[config.mk]
export PLATFORM = sky130hd
export DESIGN_NAME = div16_seq_flat
export DESIGN_NICKNAME = d
export VERILOG_FILES = /design/src/rtl/div16_seq_if.sv /design/src/rtl/div16_seq.sv /design/src/flat_wrapper.sv
export SDC_FILE = /design/constraint.sdc
export NUM_CORES = 1
export LEC_CHECK = 0
export ABC_AREA = 1
export CAP_MARGIN = 5
export CORE_UTILIZATION = 45
export DETAILED_ROUTE_END_ITERATION = 8
export PLACE_DENSITY = 0.7
export SYNTH_ARGS = -nofsm -noshare
export SYNTH_HDL_FRONTEND = slang
export SYNTH_SLANG_ARGS = --single-unit
[constraint.sdc]
create_clock -name clk -period 2.5 [get_ports clk]
set_input_delay 0.25 -clock clk [delete_from_list [all_inputs] [get_ports clk]]
set_output_delay 0.25 -clock clk [all_outputs]
set_load 0.01 [all_outputs]
[src/rtl/div16_seq_if.sv]
// Start/done handshake and operand/result bundle between a controller and div16_seq.
interface div16_seq_if #(
  parameter int unsigned WIDTH = 16
) ();
  logic             start;
  logic [WIDTH-1:0] dividend;
  logic [WIDTH-1:0] divisor;
  logic             busy;
  logic             done;
  logic [WIDTH-1:0] quotient;
  logic [WIDTH-1:0] remainder;
  logic             div_by_zero;

  modport master (
    output start, dividend, divisor,
    input  busy, done, quotient, remainder, div_by_zero
  );

  modport slave (
    input  start, dividend, divisor,
    output busy, done, quotient, remainder, div_by_zero
  );
endinterface

[src/rtl/div16_seq.sv]
// Sequential unsigned restoring divider: one quotient bit per clock via a single
// (WIDTH+1)-bit trial subtraction, with a start/done handshake.
module div16_seq #(
  parameter int unsigned WIDTH = 16
) (
  input  logic        clk,
  input  logic        reset,
  div16_seq_if.slave  bus
);
  localparam int unsigned CW = $clog2(WIDTH);

  typedef enum logic [1:0] {
    IDLE = 2'd0,
    CALC = 2'd1,
    DONE = 2'd2
  } state_t;

  state_t           state, state_d;
  logic [CW-1:0]    count, count_d;
  logic [WIDTH-1:0] q_reg, q_d;
  logic [WIDTH-1:0] r_reg, r_d;
  logic [WIDTH-1:0] d_reg, d_d;
  logic             dbz_reg, dbz_d;
  logic             busy_reg, busy_d;
  logic             done_reg, done_d;
  logic [WIDTH:0]   r_shift;
  logic [WIDTH:0]   trial;

  // Stored remainder is always below the divisor, so WIDTH bits suffice;
  // only the shifted partial remainder needs the extra bit.
  always_comb begin
    state_d = state;
    count_d = count;
    q_d     = q_reg;
    r_d     = r_reg;
    d_d     = d_reg;
    dbz_d   = dbz_reg;
    r_shift = {r_reg, q_reg[WIDTH-1]};
    trial   = r_shift + {1'b1, ~d_reg} + (WIDTH+1)'(1);

    case (state)
      IDLE: begin
        if (bus.start) begin
          if (bus.divisor == '0) begin
            q_d     = '1;
            r_d     = bus.dividend;
            dbz_d   = 1'b1;
            state_d = DONE;
          end else begin
            q_d     = bus.dividend;
            r_d     = '0;
            d_d     = bus.divisor;
            dbz_d   = 1'b0;
            count_d = '0;
            state_d = CALC;
          end
        end
      end
      CALC: begin
        // Top bit of the trial sum clear means no borrow: keep the difference.
        if (!trial[WIDTH]) begin
          r_d = trial[WIDTH-1:0];
          q_d = {q_reg[WIDTH-2:0], 1'b1};
        end else begin
          r_d = r_shift[WIDTH-1:0];
          q_d = {q_reg[WIDTH-2:0], 1'b0};
        end
        count_d = count + CW'(1);
        if (count == CW'(WIDTH-1)) begin
          state_d = DONE;
        end
      end
      DONE: begin
        state_d = IDLE;
      end
      default: begin
        state_d = IDLE;
      end
    endcase

    busy_d = (state_d != IDLE);
    done_d = (state_d == DONE);
  end

  always_ff @(posedge clk) begin
    if (reset) begin
      state    <= IDLE;
      count    <= '0;
      q_reg    <= '0;
      r_reg    <= '0;
      d_reg    <= '0;
      dbz_reg  <= 1'b0;
      busy_reg <= 1'b0;
      done_reg <= 1'b0;
    end else begin
      state    <= state_d;
      count    <= count_d;
      q_reg    <= q_d;
      r_reg    <= r_d;
      d_reg    <= d_d;
      dbz_reg  <= dbz_d;
      busy_reg <= busy_d;
      done_reg <= done_d;
    end
  end

  assign bus.busy        = busy_reg;
  assign bus.done        = done_reg;
  assign bus.quotient    = q_reg;
  assign bus.remainder   = r_reg;
  assign bus.div_by_zero = dbz_reg;
endmodule
[src/flat_wrapper.sv]
// flat-port wrapper written by rule: the top's interface ports become plain ports
module div16_seq_flat 
#(
  parameter int unsigned WIDTH = 16
)
  (clk, reset, bus_start, bus_dividend, bus_divisor, bus_busy, bus_done, bus_quotient, bus_remainder, bus_div_by_zero);
  div16_seq_if #(.WIDTH(WIDTH)) bus_i ();
  input  logic clk;
  input  logic reset;
  input wire logic [$bits(bus_i.start)-1:0] bus_start;
  input wire logic [$bits(bus_i.dividend)-1:0] bus_dividend;
  input wire logic [$bits(bus_i.divisor)-1:0] bus_divisor;
  output wire logic [$bits(bus_i.busy)-1:0] bus_busy;
  output wire logic [$bits(bus_i.done)-1:0] bus_done;
  output wire logic [$bits(bus_i.quotient)-1:0] bus_quotient;
  output wire logic [$bits(bus_i.remainder)-1:0] bus_remainder;
  output wire logic [$bits(bus_i.div_by_zero)-1:0] bus_div_by_zero;
  assign bus_i.start = bus_start;
  assign bus_i.dividend = bus_dividend;
  assign bus_i.divisor = bus_divisor;
  assign bus_busy = bus_i.busy;
  assign bus_done = bus_i.done;
  assign bus_quotient = bus_i.quotient;
  assign bus_remainder = bus_i.remainder;
  assign bus_div_by_zero = bus_i.div_by_zero;
  div16_seq #(.WIDTH(WIDTH)) u_core (.clk(clk), .reset(reset), .bus(bus_i));
endmodule
==> results.ini, run 1 <==
[outcome]
status=finished with violations
violations=DRC

[finish]
flop_area_mm2=0.001141
nNetsFinal=694
filler_cell_count=846
top_area_cell_class=combinational gates
post-route-util_pct=57.15
final_cell_mix=127 x nand2_1, 94 x inv_1, 69 x clkdlybuf4s50_1, 57 x dfxtp_1, 45 x a21oi_1
drive_above_1_share_pct=12.54
comb_gate_area_mm2=0.002350
layout_top_cell=nand2_1
n_all_buffers=77

[yosys]
post_synth_fa_ha_maj_area_fraction_pct=5.805
synthSimpleGateAreaFrac_pct=29.12
ys_top_logic_family=simple AND/OR/NAND/NOR gates
synth.yosys.num_cells=578
post_synth.cell_area_avg_um2=6.936
ys_top_cells_by_count=127 x nand2_1, 94 x inv_1, 57 x dfxtp_1, 45 x a21oi_1, 43 x o21ai_0
mux_share_pct=2.497
compound_gate_portion_of_the_synthesized_area_pct=19.16
synth_cell_type_count=39
synth_sequential_area_ratio_pct=28.46

[cts]
clock_tree.root_cell=clkbuf_8
insertion_delay_ns=0.35
post_cts_buffers=0

[place]
dp.final_hpwl_mm=8.023
placed_standard_cell_area_mm2=0.004745
placedCellCount=737
globalplace.congestion=0.8901

[global_routing]
grt_start_max_net_pins=38
grt.busiest_layer=met2

[detailed_routing]
ant_nets=0
number_of_vias_after_detailed_routing=3971
met3RoutedLength_um=638
drt-total-wl_mm=10.82
vias_per_cell=5.267
remaining_drc_errors=1

[critical_path]
timing.rr.end=u_core.bus.remainder[11]
endpoint_kind=flop
worst-path-stages=15
worstPathCellList=inv_1 -> ha_1 -> fa_1 -> inv_1 -> nand2_1 -> nand2_1 -> nand3_2 -> nand2_4 -> nand2_4 -> nand2_2 -> nand2_4 -> nand2_4 -> nand2_1 -> nand2_1 -> a21oi_1
worst_setup_path_startpoint=u_core.bus.quotient[15]
critical_path.max_fanout=14
timing.critical_path.max_delay_family=simple AND/OR/NAND/NOR gates
critPathKind=flop to flop
setup.worst_path.end=u_core.bus.remainder[11]

[floorplan]
total_die_area_mm2=0.009290
top_level_port_count=70
die_width_um=96.39
fp_rows=34

[run]
maxCapViolations=0
stage_log_warnings=26

[timing]
finalWorstPathRequiredPeriod_ns=2.340
tightestPinTransition_ns=0.4791
max-slew-margin-rel_pct=67.86
finalHoldViolCount=0
post-route-worst-setup-slack_ns=0.1604

[power]
sequentialPowerShare_pct=30.3
power.total_w=0.003529
clock_network_power_consumption_w=0.000876
power_leader=combinational logic

[hold_path]
hold_path_class=flop to flop
hold_end=u_core.d_reg[6]

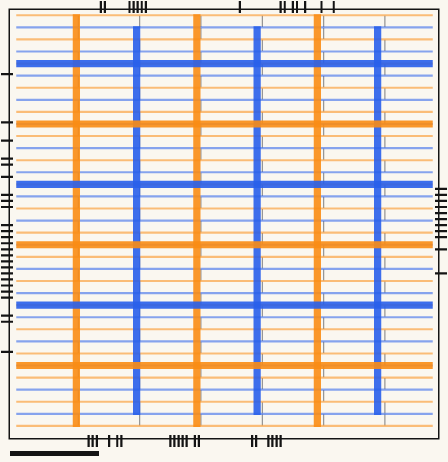
Figure 1: run 1, PDN straps and rails.
Scale bar: 20 um. Pins as bars on the die edge. Tap cells in gray.
net	color
VDD	blue
VSS	orange
signal pins	70
tap cells	108
rows	34
met1 rails	35
met4 straps	6

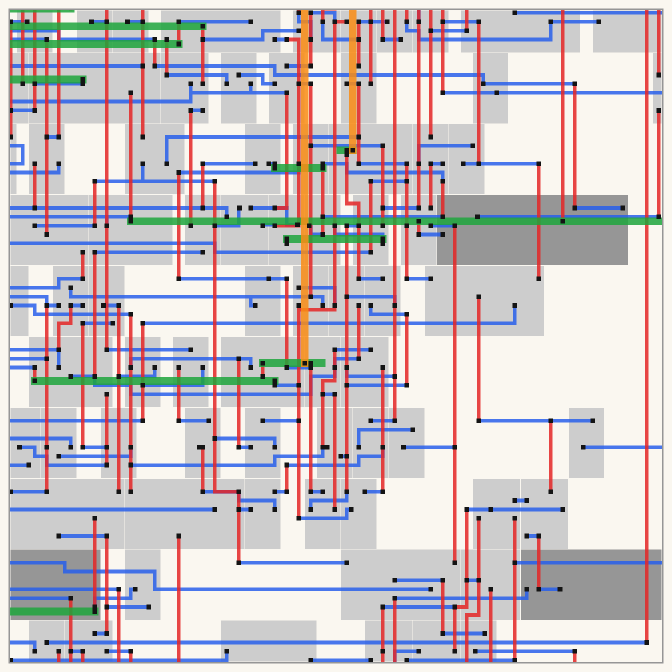
Figure 2: run 1, close-up of the layout.
Region (60, 12) to (85, 37) um. Cells in gray, sequential cells in the stronger gray; small squares are vias.
layer	color
M3	green
M4	orange
M1	blue
M2	red
cells with their middle in the window	72
most frequent	nand2_1 (25), inv_1 (17), ha_1 (6)
sequential cells in the window	2
netlist names of flops here include	u_core.d_reg (2)

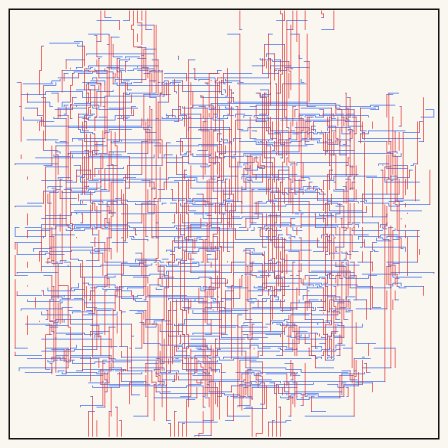
Figure 3: run 1, routed metal, one color a layer.
Only two layers are drawn.
layer	color	wire length
M2	red	5000 um
M1	blue	4950 um

Figure 4. Signal wires on met4 (run 1).
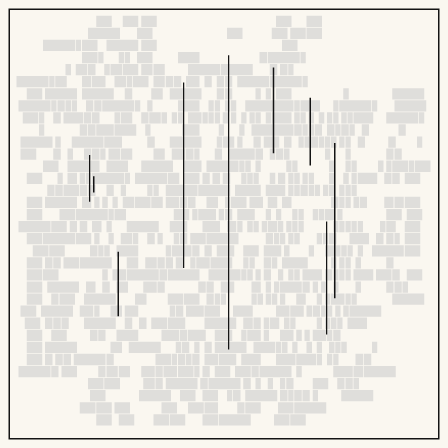

==> run 2, diff against run 1 <==
CAP_MARGIN = 40   (was 5)
clock period = 2.3 ns   (was 2.5 ns; I/O delays follow)
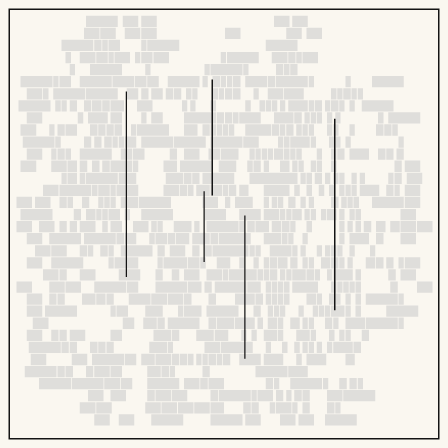
Figure 5: run 2, signal wires on met4.
nets with wire on the layer	4
main direction	vertical
share of all routed wire	1.5%
wire length on this layer	158 um
longest straight run	42.8 um

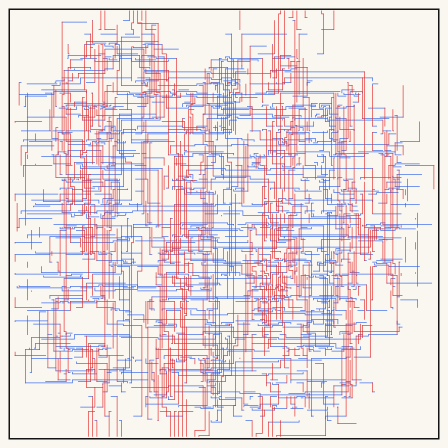
Figure 6: run 2, routed metal, one color a layer.
Only two layers are drawn.
layer	color	wire length
M1	blue	4960 um
M2	red	5060 um

==> results.ini, run 2 <==
[detailed_routing]
met3RoutedLength_um=608
remaining_drc_errors=1
vias_per_cell=5.195
number_of_vias_after_detailed_routing=3938
avgRoutedWirePerCell_um=14.23
drt-total-wl_mm=10.79

[finish]
seq-cell-share_pct=22.69
nNetsFinal=699
filler_cell_count=823
comb_gate_area_mm2=0.002349
n_all_buffers=83
final_cell_mix=127 x nand2_1, 94 x inv_1, 69 x clkdlybuf4s50_1, 57 x dfxtp_1, 45 x a21oi_1
comb.multi_input.count=395
layoutNonFillerInstCount=758
top_area_cell_class=combinational gates
layout_top_cell=nand2_1
post-route-util_pct=57.94
flop_area_mm2=0.001141
drive_above_1_share_pct=13.38

[run]
maxCapViolations=0
stage_log_warnings=26

[floorplan]
total_die_area_mm2=0.009290
die_width_um=96.39
fp_rows=34
top_level_port_count=70

[global_routing]
grt.busiest_layer=met2
globalRoute.totalOverflow=0
first_pass_grt_wire_length_mm=17.75

[critical_path]
setup.worst_path.end=u_core.bus.remainder[12]
worst-path-stages=14
arrival_time_at_the_worst_endpoint_ns=2.38
critical_path.max_fanout=12
worst_setup_path_startpoint=u_core.bus.quotient[15]
timing.rr.end=u_core.bus.remainder[12]
worstPathCellList=inv_1 -> ha_2 -> fa_2 -> inv_1 -> nand2_1 -> nand2_1 -> nand3_2 -> nand2_4 -> nand2_4 -> nand3_2 -> buf_4 -> nand3_1 -> nand3_2 -> a21oi_2
timing.critical_path.max_delay_family=simple AND/OR/NAND/NOR gates

[timing]
tightestPinTransition_ns=0.5946
post-route-worst-setup-slack_ns=0.1515
max_freq_mhz=465.5
finalWorstPathRequiredPeriod_ns=2.148
unrepaired_setup_endpoints_after_global_routing=false
finalHoldViolCount=0
max-slew-margin-rel_pct=60.11

[power]
power.total_w=0.003873
power_leader=combinational logic
clock_network_power_consumption_w=0.000975
cellPowerDensity_mw_per_mm2=770.2
sequentialPowerShare_pct=29.9

[yosys]
synth.cell_area_mm2=0.004009
post_synth_fa_ha_maj_area_fraction_pct=5.805
ys_top_logic_family=simple AND/OR/NAND/NOR gates
synth_cell_type_count=39
synth_sequential_area_ratio_pct=28.46
mux_share_pct=2.497
ys_top_cells_by_count=127 x nand2_1, 94 x inv_1, 57 x dfxtp_1, 45 x a21oi_1, 43 x o21ai_0
synth.yosys.num_cells=578
ys.flop_type=dfxtp_1
post_synth.cell_area_avg_um2=6.936
synthSimpleGateAreaFrac_pct=29.12
compound_gate_portion_of_the_synthesized_area_pct=19.16

[cts]
cts_htree_levels=3
post_cts_buffers=0
insertion_delay_ns=0.34
clock_tree.root_cell=clkbuf_8
cts_resized=1

[place]
dp.final_hpwl_mm=8.052
placed_standard_cell_area_mm2=0.004815
globalplace.congestion=0.8930

[outcome]
violations=DRC
status=finished with violations

[hold_path]
hold_end=u_core.d_reg[3]

